<file path="src/rtl/led_pwm_pkg.sv">
// Shared types and helpers for the LED palette PWM driver.
package led_pwm_pkg;

    // One PWM period is this many compare steps (counter 0..254).
    localparam int c_pwm_steps = 255;

    typedef logic [7:0] t_duty;

    // Clocks per compare step: floor(fclk / (freq * 255)), never below 1.
    function automatic int f_ce_divisor(input int fclk, input int freq);
        int d;
        d = fclk / (freq * c_pwm_steps);
        return (d < 1) ? 1 : d;
    endfunction

endpackage

</file>
<file path="src/rtl/clock_enable_divider.sv">
// Free-running prescaler producing a one-cycle clock enable every par_ce_divisor clocks.
module clock_enable_divider #(
    parameter int par_ce_divisor = 1
) (
    input  logic i_clk,
    input  logic i_srst,
    input  logic i_ce_mhz,
    output logic o_ce
);
    localparam int CW = (par_ce_divisor > 1) ? $clog2(par_ce_divisor) : 1;
    localparam logic [CW-1:0] c_last = CW'(par_ce_divisor - 1);

    logic [CW-1:0] cnt_q, cnt_d;

    // Prescaler next state: count 0..divisor-1 while enabled, then wrap.
    always_comb begin
        cnt_d = cnt_q;
        if (i_ce_mhz) begin
            cnt_d = (cnt_q == c_last) ? '0 : cnt_q + 1'b1;
        end
    end

    // Prescaler register.
    always_ff @(posedge i_clk or posedge i_srst) begin
        if (i_srst) cnt_q <= '0;
        else        cnt_q <= cnt_d;
    end

    assign o_ce = i_ce_mhz && (cnt_q == c_last);

endmodule

</file>
<file path="src/rtl/led_palette_pwm_driver.sv">
// PWM driver for RGB and basic LEDs; duties are shadowed once per 255-step period.
module led_palette_pwm_driver
    import led_pwm_pkg::*;
#(
    parameter int parm_color_led_count = 4,
    parameter int parm_basic_led_count = 4,
    parameter int parm_FCLK            = 40_000_000,
    parameter int parm_pwm_freq        = 1000
) (
    input  logic                              i_clk,
    input  logic                              i_srst,
    input  logic [8*parm_color_led_count-1:0] i_color_led_red_value,
    input  logic [8*parm_color_led_count-1:0] i_color_led_green_value,
    input  logic [8*parm_color_led_count-1:0] i_color_led_blue_value,
    input  logic [8*parm_basic_led_count-1:0] i_basic_led_lumin_value,
    output logic [parm_color_led_count-1:0]   o_color_led_red,
    output logic [parm_color_led_count-1:0]   o_color_led_green,
    output logic [parm_color_led_count-1:0]   o_color_led_blue,
    output logic [parm_basic_led_count-1:0]   o_basic_led,
    output logic                              o_period_strobe
);
    localparam int NC    = parm_color_led_count;
    localparam int NB    = parm_basic_led_count;
    localparam int c_div = f_ce_divisor(parm_FCLK, parm_pwm_freq);
    localparam t_duty c_last_step = t_duty'(c_pwm_steps - 1);

    logic ce;
    logic wrap;

    t_duty step_q, step_d;
    logic  first_q, first_d;

    t_duty [NC-1:0] red_sh_q, red_sh_d;
    t_duty [NC-1:0] grn_sh_q, grn_sh_d;
    t_duty [NC-1:0] blu_sh_q, blu_sh_d;
    t_duty [NB-1:0] bas_sh_q, bas_sh_d;

    logic [NC-1:0] red_d, grn_d, blu_d;
    logic [NB-1:0] bas_d;

    clock_enable_divider #(
        .par_ce_divisor(c_div)
    ) u_ce_div (
        .i_clk   (i_clk),
        .i_srst  (i_srst),
        .i_ce_mhz(1'b1),
        .o_ce    (ce)
    );

    // The first step after reset counts as a wrap so shadows load immediately.
    assign wrap = ce && (first_q || (step_q == c_last_step));

    // Step counter and shadow next state; shadows only move on a wrap.
    always_comb begin
        step_d   = step_q;
        first_d  = first_q;
        red_sh_d = red_sh_q;
        grn_sh_d = grn_sh_q;
        blu_sh_d = blu_sh_q;
        bas_sh_d = bas_sh_q;
        if (wrap) begin
            step_d   = '0;
            first_d  = 1'b0;
            red_sh_d = i_color_led_red_value;
            grn_sh_d = i_color_led_green_value;
            blu_sh_d = i_color_led_blue_value;
            bas_sh_d = i_basic_led_lumin_value;
        end else if (ce) begin
            step_d = step_q + 8'd1;
        end
    end

    // Counter, first-load flag and shadow registers.
    always_ff @(posedge i_clk or posedge i_srst) begin
        if (i_srst) begin
            step_q   <= '0;
            first_q  <= 1'b1;
            red_sh_q <= '0;
            grn_sh_q <= '0;
            blu_sh_q <= '0;
            bas_sh_q <= '0;
        end else begin
            step_q   <= step_d;
            first_q  <= first_d;
            red_sh_q <= red_sh_d;
            grn_sh_q <= grn_sh_d;
            blu_sh_q <= blu_sh_d;
            bas_sh_q <= bas_sh_d;
        end
    end

    // Per-channel duty compare; 8'hFF stays high since the counter tops at 254.
    for (genvar g = 0; g < NC; g++) begin : g_color
        assign red_d[g] = step_q < red_sh_q[g];
        assign grn_d[g] = step_q < grn_sh_q[g];
        assign blu_d[g] = step_q < blu_sh_q[g];
    end
    for (genvar g = 0; g < NB; g++) begin : g_basic
        assign bas_d[g] = step_q < bas_sh_q[g];
    end

    // Registered pins and period strobe.
    always_ff @(posedge i_clk or posedge i_srst) begin
        if (i_srst) begin
            o_color_led_red   <= '0;
            o_color_led_green <= '0;
            o_color_led_blue  <= '0;
            o_basic_led       <= '0;
            o_period_strobe   <= 1'b0;
        end else begin
            o_color_led_red   <= red_d;
            o_color_led_green <= grn_d;
            o_color_led_blue  <= blu_d;
            o_basic_led       <= bas_d;
            o_period_strobe   <= wrap;
        end
    end

endmodule
</file>
<file path="config.mk">
export PLATFORM = sky130hd
export DESIGN_NAME = led_palette_pwm_driver
export DESIGN_NICKNAME = d
export VERILOG_FILES = /design/src/rtl/led_pwm_pkg.sv /design/src/rtl/clock_enable_divider.sv /design/src/rtl/led_palette_pwm_driver.sv
export SDC_FILE = /design/constraint.sdc
export NUM_CORES = 1
export LEC_CHECK = 0
export ABC_AREA = 1
export CORE_UTILIZATION = 51
export CTS_BUF_LIST = sky130_fd_sc_hd__clkbuf_4 sky130_fd_sc_hd__clkbuf_8
export CTS_CLUSTER_DIAMETER = 120
export DETAILED_ROUTE_END_ITERATION = 6
export PLACE_DENSITY_LB_ADDON = 0.2
export SYNTH_ARGS = -nofsm -noshare
export SYNTH_HDL_FRONTEND = slang
export SYNTH_HIERARCHICAL = 1
export SYNTH_SLANG_ARGS = --single-unit
</file>
<file path="constraint.sdc">
create_clock -name i_clk -period 5.3 [get_ports i_clk]
set_input_delay 0.795 -clock i_clk [delete_from_list [all_inputs] [get_ports i_clk]]
set_output_delay 0.795 -clock i_clk [all_outputs]
set_load 0.02 [all_outputs]
</file>
==> changes_impl.md <==
### Metrics

* Status: completed
* First-pass GRT wire length at 35,100 microns
* Grt peak-use layer: met2
* Highest-count logic cell in the final layout: nand2_1
* Combinational Power at 0.318 mW
* Worst Hold Depth at 2
* Least-Margin Pin Slew at 1.03 ns
* P_seq at 1.33 mW
* Routed wire per std cell at 13.8 microns
* Clkbuf count at 22
* DRT iter0 DRCs at 392
* Share of power burned in registers at 0.475
* Main power-consuming group: registers
* Worst path buffer plus inverter count at 2
* Crit path capture type: flop
* Reg2reg start: step_q[0]
* Pin count of the biggest net entering global routing at 101
* Clk_lat worst skew at 0.47 ns
* Critical path arrival at 4.00 ns
* CP max stage cell: buf_4
* Critical Path Start Type: flop
* Sw Ratio at 0.234
* Metal-1 WL at 9770 microns
* RSZ-0062 raised after global routing: false
* Clock-cell share at 0.0449
* CP Class: flop to flop
* Die area at 19,000 sq um
* FF+latch area at 4060 sq um
* Clk power at 1.15 mW
* Initial antenna violation count at 0
* Detailed Place HPWL at 14,000 microns
* Clock power frac at 0.411
* Pleak at 5.96 nW
* Pre-CTS setup slack at 1.68 ns
* Relative slew margins at 0.313
* Commonest cells post-synth: nand2_1 (417), inv_1 (162), dfrtp_1 (161), nand3_1 (138), ha_1 (115)
* Max Slew Vio Count at 0
* Main flop type: dfrtp_1
* Share of layout cells above drive strength 1 at 0.0401
* DR vias at 7,744
* Fraction of the mapped netlist area in adder cells at 0.153
* Fin Clk Skew at 0.0124 ns
* Required time of the worst setup path at 5.69 ns
* Residual DRC at 0
* Overall routed net length at 21,500 microns
* # setup viols final at 0
* Net Sw Power at 0.656 mW
* Mean Syn Cell Area at 8.02 sq um
* Core region area at 18,000 sq um
* Area delta synth->final at 21.4%
* Mux area share at 0
* Min cycle time layout at 3.61 ns
* GRT Overall Usage at 0.242
* Flop share of the area at 0.355
* RePlAce Congestion at 0.773
* Worst path depth at 10
* Mi-comb count at 809
* Number of vias per cell at 4.99
* CP most frequent cell: nand2_1
* Ant diodes at 0
* Max Used Layer: met4
* I/O pins at 147
* Invs w/o clock at 163
* Reg-to-reg critical path endpoint: red_sh_q[1]
* Top cell area share at 0.429
* Met3 global-route usage at 0.0379
* Max cap viols at 0
* Crit path max fanout at 66
* Final non-filler cell total at 1,551
* R2R depth at 10
* Vias in the first global route at 7,443
* Ys cells at 1,172
* Tapcells at 229
* Worst Hold Launch: bas_sh_q[5]
* Fraction of area in multi-input gates at 0.386
* Die X at 138 microns
* Async set or reset register ratio after synthesis at 1.00
* CTS buffer count at 17
* CTS H-Tree Depth at 4
* Peak VDD IR at 191 uV
* Clock Sinks at 162
* Met2 GRT Util at 0.417
* Worst-path clk slew at 0.08 ns
* Setup bufs post-CTS at 0
* Post-synth seq share at 0.431
* WHS at 0.474 ns
* Post-synth cell types at 24
* Post-Syn Area at 9400 sq um
* Met2 routed WL at 10,500 microns
* Clk buf depth at 2
* Power Density at 245 nW/um^2
* Hold EP: bas_sh_q[5]
* EDFF count, synth at 0
* Post-route cell area at 11,400 sq um
* Max incr delay on CP at 0.68 ns
* Final worst-path setup slack at 1.69 ns
* Leading area contributor after synthesis: dfrtp_1
* Post-cts hold buffer count at 0
* Setup TNS at 0 ns
* Fill cells at 1,635
* TritonCTS clock tree: done
* OpenROAD warning count at 29
* Post-Synth Simple-Gate Area at 0.261
* Post-cts sizing count at 0
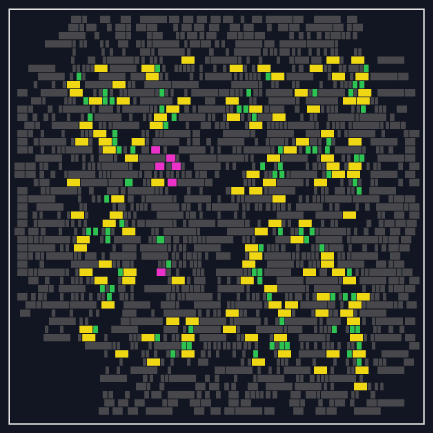
Figure 1: logic cells by family.
Drawn at 3 px/micron.
legend:
  inverting AOI/OAI gates:
    color: green
    cells: 84
    most_used: a21oi_1
    where: all over the die
  XOR/XNOR gates:
    color: magenta
    cells: 6
    most_used: xor2_1
  adder and majority cells:
    color: yellow
    cells: 115
    most_used: ha_1
    where: all over the die

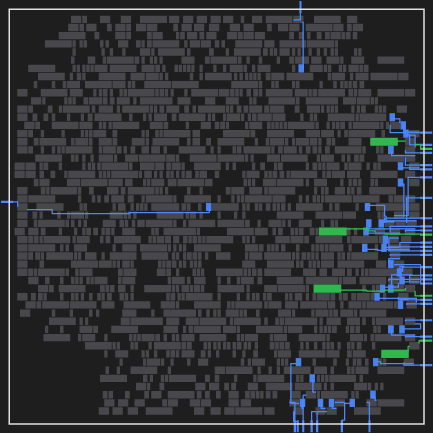
Figure 2: I/O nets highlighted.
Drawn at 3 px/micron.
legend:
  i_color_led_red_value:
    color: blue
    bits: 32
    direction: input
    end_cells: 32
    buffers: 32
    wire: 623 microns
  o_color_led_red:
    color: green
    bits: 4
    direction: output
    end_cells: 4
    buffers: 4
    wire: 61.9 microns

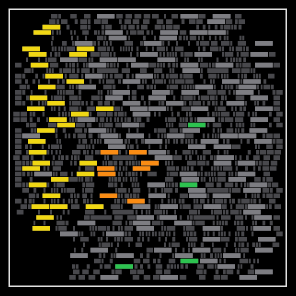
Figure 3: sequential cells colored by netlist name.
Drawn at 2 px/micron. Other sequential cells in the stronger gray, the rest of the logic in the fainter gray.
legend:
  o_color_led_green:
    color: green
    flops: 4
  blu_sh_q:
    color: yellow
    flops: 32
  u_ce_div/cnt_q:
    color: orange
    flops: 8
    where: center

No activity file was given, so power comes from the tool's default toggle rates.
